run_1/m1.png
Scale bar: 50 um. Supply wires on this layer in gray.
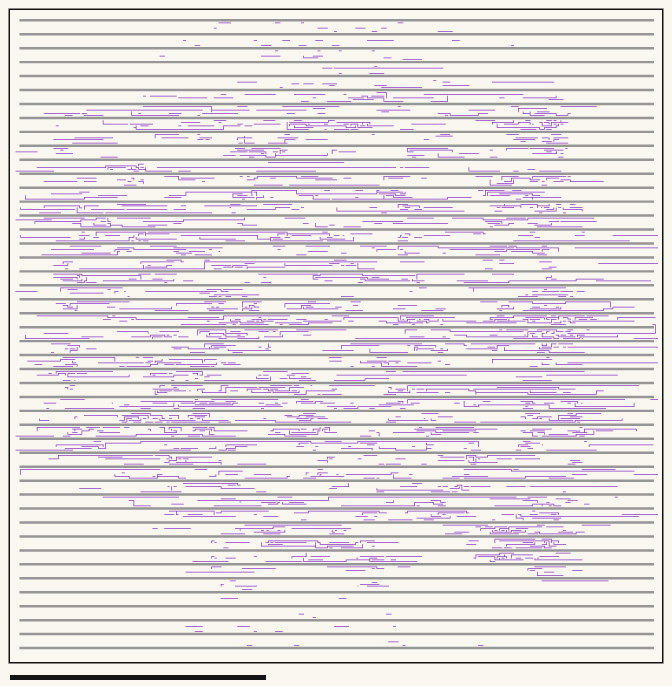
run_1/m2.png
Cells faint in the background.
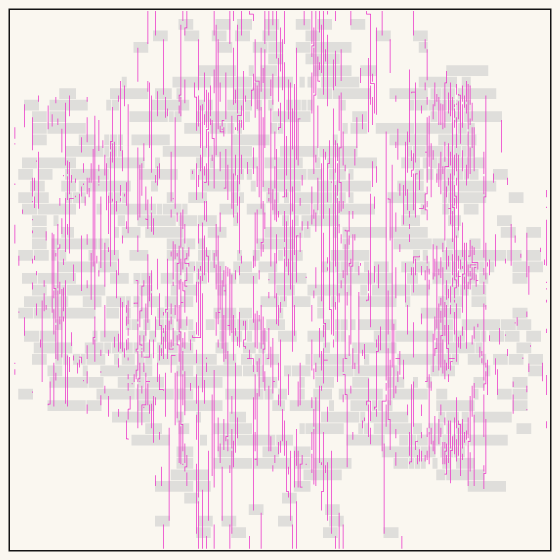
run_1/m3.png
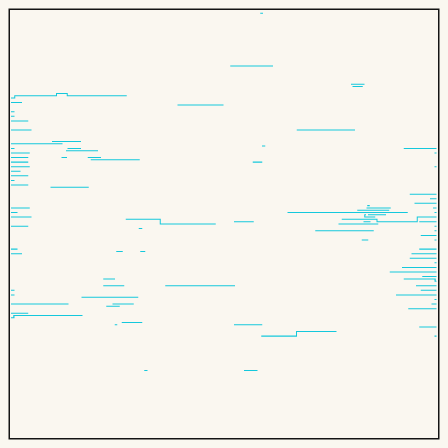
run_1/m4.png
Scale bar: 50 um. Supply wires on this layer in gray.
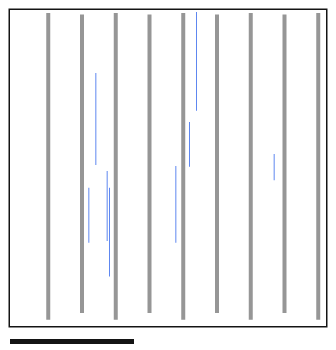
==> config.mk <==
export PLATFORM = sky130hd
export DESIGN_NAME = current_sample_sched
export DESIGN_NICKNAME = d
export VERILOG_FILES = /design/src/rtl/current_sample_sched_pkg.sv /design/src/rtl/current_sample_sched_timeout_cnt.sv /design/src/rtl/current_sample_sched.sv
export SDC_FILE = /design/constraint.sdc
export NUM_CORES = 1
export LEC_CHECK = 0
export CORE_MARGIN = 1.5
export CORE_UTILIZATION = 35
export DETAILED_ROUTE_END_ITERATION = 10
export GPL_ROUTABILITY_DRIVEN = 0
export GPL_TIMING_DRIVEN = 0
export PLACE_DENSITY = 0.6
export SYNTH_ARGS = -nofsm -noshare
export SYNTH_HDL_FRONTEND = slang
export SYNTH_SLANG_ARGS = --single-unit
==> constraint.sdc <==
create_clock -name sys_clk -period 11.75 [get_ports sys_clk]
set_input_delay 3.525 -clock sys_clk [delete_from_list [all_inputs] [get_ports sys_clk]]
set_output_delay 3.525 -clock sys_clk [all_outputs]
set_load 0.005 [all_outputs]
==> notes.md, run 1 <==
The synthesis and PnR run went through. The power report lists the combinational group at 0.773 mW. Number of clock sinks landed at about 110. Minimum setup slack among reg-to-reg paths landed at 8430 ps.

In this run the critical path is formed by or3_4, or3_4, nor3b_1, clkdlybuf4s50_1. After Yosys synthesis, AND-OR and OR-AND compound gates account for between 10% and 20% of the synthesized area. Pin count of the biggest net entering global routing landed at 59. Number of max-capacitance violations reported landed at 0. After global routing, the most crowded layer is met2. Count of antenna diodes in the layout landed at 0. Routed length per instance landed at around 16 um. Final-report setup violation count landed at 0. Measured against the total synthesized area, the mux share comes to 4.34%.

Post-CTS timing repair inserted 0 buffers for setup. The worst register-to-register path depth is 9. H-tree depth reported by CTS landed at 3. Mean number of vias per cell landed at 5.17. The slowest stage of the critical path is the sky130_fd_sc_hd__clkdlybuf4s50_1 cell. The number of global-route vias before repair was roughly 4.3k. Internal power contribution landed at between 1 and 1.5 mW. Post-placement setup slack landed at about 6000 ps. Simple-gate area share of the yosys netlist landed at 15.5%.

In this run the top signal layer used is met4. The routed design uses 6350 um of met2 wire. Arrival time of the worst setup path landed at 2490 ps. Sequential cells burn 31.4% of the power. The pin closest to its max-slew limit shows a slew of 1170 ps. Recorded from the global router log, the overflow total was 0. Broken down by cell family, the worst path's largest delay share belongs to simple AND/OR/NAND/NOR gates. The detailed router put a total of between 6000 and 7000 um of wire on met1.

The report lists the number of standard-cell rows as roughly 45. Worst ir drop on vdd landed at 0.126 mV. The vertical die dimension reported for this design is about 130 um. Tally of nets with antenna violations remaining after routing landed at 0. Cell count listed in synth_stat.txt landed at ~530. The run finished with clean final reports. For the clock group, total power comes out at about 0.32 mW. Per the placement log, port buffering inserted 95 buffers. Final-report hold violation count landed at 0. CTS placed an instance of sky130_fd_sc_hd__clkbuf_16 at the clock tree root. In the synthesized netlist, the number of instances is 530. The synthesis report names the predominant flop master as sky130_fd_sc_hd__dfrtp_1.

Setup repair after global routing left no endpoint under its margin. TritonCTS built the clock tree. The warning tally printed by Yosys for this design is 0. Number of optimization iterations in the first detailed-route pass landed at 5.
About m1.png:
nets with wire on the layer: 634
share of all routed wire: 46%
wire length on this layer: 6080 um
main direction: horizontal
longest straight run: 46.5 um
met1 routing resource usage after global routing: 22.7%
routed wire length: 13300 um
routed via count: 4289

About m2.png:
share of all routed wire: 48%
longest straight run: 58.5 um
main direction: vertical
nets with wire on the layer: 616
GR met2 Demand/Resource: 28.4%

About m3.png:
share of all routed wire: 4.9%
nets with wire on the layer: 85
longest straight run: 35.4 um
wire length on this layer: 657 um
main direction: horizontal
met3 routing resource usage after global routing: 4.69%

About m4.png:
share of all routed wire: 1.7%
wire length on this layer: 220 um
main direction: vertical
nets with wire on the layer: 7

run 1: cell usage after synthesis (all sizes together), types with 10 or more instances:
cell type / count / area, um2
dfrtp: 104 / 2600
nand2: 68 / 258
o21ai: 57 / 293
inv: 45 / 169
ha: 34 / 425
a21oi: 25 / 129
nor2: 22 / 82.6
mux2: 19 / 214
o221a: 15 / 169
nand3: 14 / 70.1
xnor2: 14 / 123
clkbuf: 10 / 37.5
run 1: cell type report:
| class | count | area (um2) |
|---|---|---|
| well taps | 188 | 235 |
| repair buffers | 96 | 978 |
| multi-input cells | 361 | 2490 |
| inverters | 45 | 171 |
| plain buffers | 19 | 106 |
| clock buffers | 10 | 229 |
| fillers | 1417 | 8230 |
| clock inverters | 5 | 81.3 |
| flip-flops and latches | 105 | 2630 |
==> run 1 -> run 2 <==
- clock period: 11.75 -> 6 ns (I/O delays scaled with it)
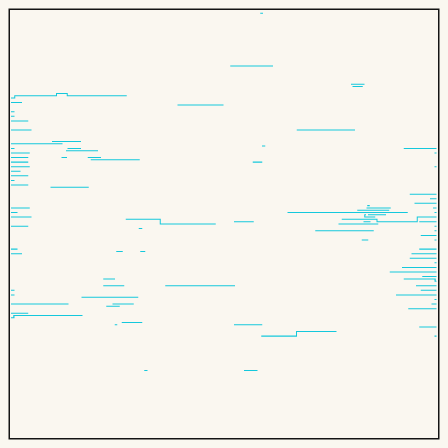
run_2/m3.png
main direction: horizontal
longest straight run: 35.4 um
share of all routed wire: 4.9%

==> run 2 against run 1 <==
Sequential power increased by 96%. Synthesized cell count stayed put. Clock power increased by 96%. Hold slack is the same. Wire length unchanged. Core utilization stayed put. Critical path type unchanged.
==> notes.md, run 2 <==
The synthesis and PnR run went through. Combinational power landed at 1.51 mW (+95%). The number of optimization iterations in the first detailed-route pass was 5 (unchanged). Ranked by instance count, the synthesized netlist is headed by sky130_fd_sc_hd__dfrtp_1 (104), sky130_fd_sc_hd__nand2_1 (67), sky130_fd_sc_hd__o21ai_0 (55). The number of vias after detailed routing came to 4289 (unchanged).

Setup repair after global routing left no endpoint under its margin. The global routing met2 resource utilization came to 28.4% (unchanged). Routed length on met2 landed at 6350 um (unchanged). Final-report setup violation count landed at 0 (unchanged). Post-placement setup slack landed at 1990 ps (-4030 ps).

The part of the total power dissipated in sequential elements came to 31.4% (about the same). Routed length per instance landed at 16.1 um (unchanged). Row count landed at 45 (unchanged).

The final-layout fill cell count came to 1417 (unchanged). In the post-synthesis netlist, the cell with the most instances is sky130_fd_sc_hd__dfrtp_1. The flow ran to the end, and the final reports show no timing, DRC or antenna violations. Area share of the largest cell type after synthesis landed at 48.3% (unchanged). Tally of nets with antenna violations remaining after routing landed at 0 (unchanged). Aggregate global routing overflow landed at 0 (unchanged). Total of warnings raised by yosys landed at 0 (unchanged). Count of antenna diodes in the layout landed at 0 (unchanged).

Floorplan die height landed at 127 um (unchanged). The tree is rooted in a sky130_fd_sc_hd__clkbuf_16. The global routing usage on met1 was 22.7% (unchanged). The most used flip-flop cell after synthesis is sky130_fd_sc_hd__dfrtp_1. The cell count listed in synth_stat.txt was 530 (unchanged). Number of clock sinks landed at 105 (unchanged). The count of buffers inserted at the top-level ports came to 95 (unchanged). Minimum setup slack among reg-to-reg paths landed at 2680 ps (-5750 ps). The simple-gate area share of the yosys netlist came to 15.5% (unchanged). Mean number of vias per cell landed at 5.17 (unchanged). Pin count of the biggest net entering global routing landed at 59 (unchanged). Routed signal wires occupy layers up through met4.

Power in the clock group landed at 0.625 mW (+96%). The H-tree depth reported by CTS is 3 (unchanged). Arrival time of the worst setup path landed at 2490 ps (about the same). Number of buffers inserted by post-CTS setup repair landed at 0 (unchanged). Number of global-route vias before repair landed at 4344 (unchanged). The final-report hold violation count is 0 (unchanged). The synthesized netlist cell count is 530 (unchanged).

By area the synthesized netlist is led by sky130_fd_sc_hd__dfrtp_1 (48%), sky130_fd_sc_hd__ha_1 (7.9%), sky130_fd_sc_hd__o21ai_0 (5.1%).
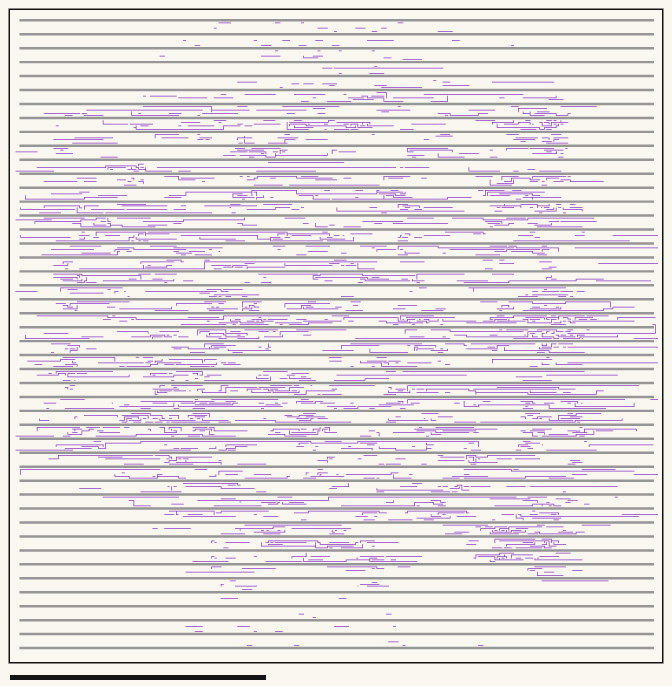
run_2/m1.png
Scale bar: 50 um. Supply wires on this layer in gray.
wire length on this layer: 6080 um
longest straight run: 46.5 um
main direction: horizontal
nets with wire on the layer: 634
share of all routed wire: 46%

run 2: cell counts after synthesis:
No cell type changed its count.
run 2: cell type report:
cell class	instances	area, um2	share of cell area, %
timing repair buffer	96	978	14.1
inverter	45	171	2.48
buffer	19	106	1.54
clock buffer	10	229	3.31
sequential	105	2630	38.0
tap	188	235	3.40
multi-input combinational	361	2490	36.0
clock inverter	5	81.3	1.18
run 2: critical path: stages, from the launching register on:
cell	delay [ps]
sky130_fd_sc_hd__dfrtp_1	410
sky130_fd_sc_hd__or3_4	420
sky130_fd_sc_hd__or3_4	350
sky130_fd_sc_hd__nor3b_1	390
sky130_fd_sc_hd__clkdlybuf4s50_1	580
Power and IR drop assume default switching activity.
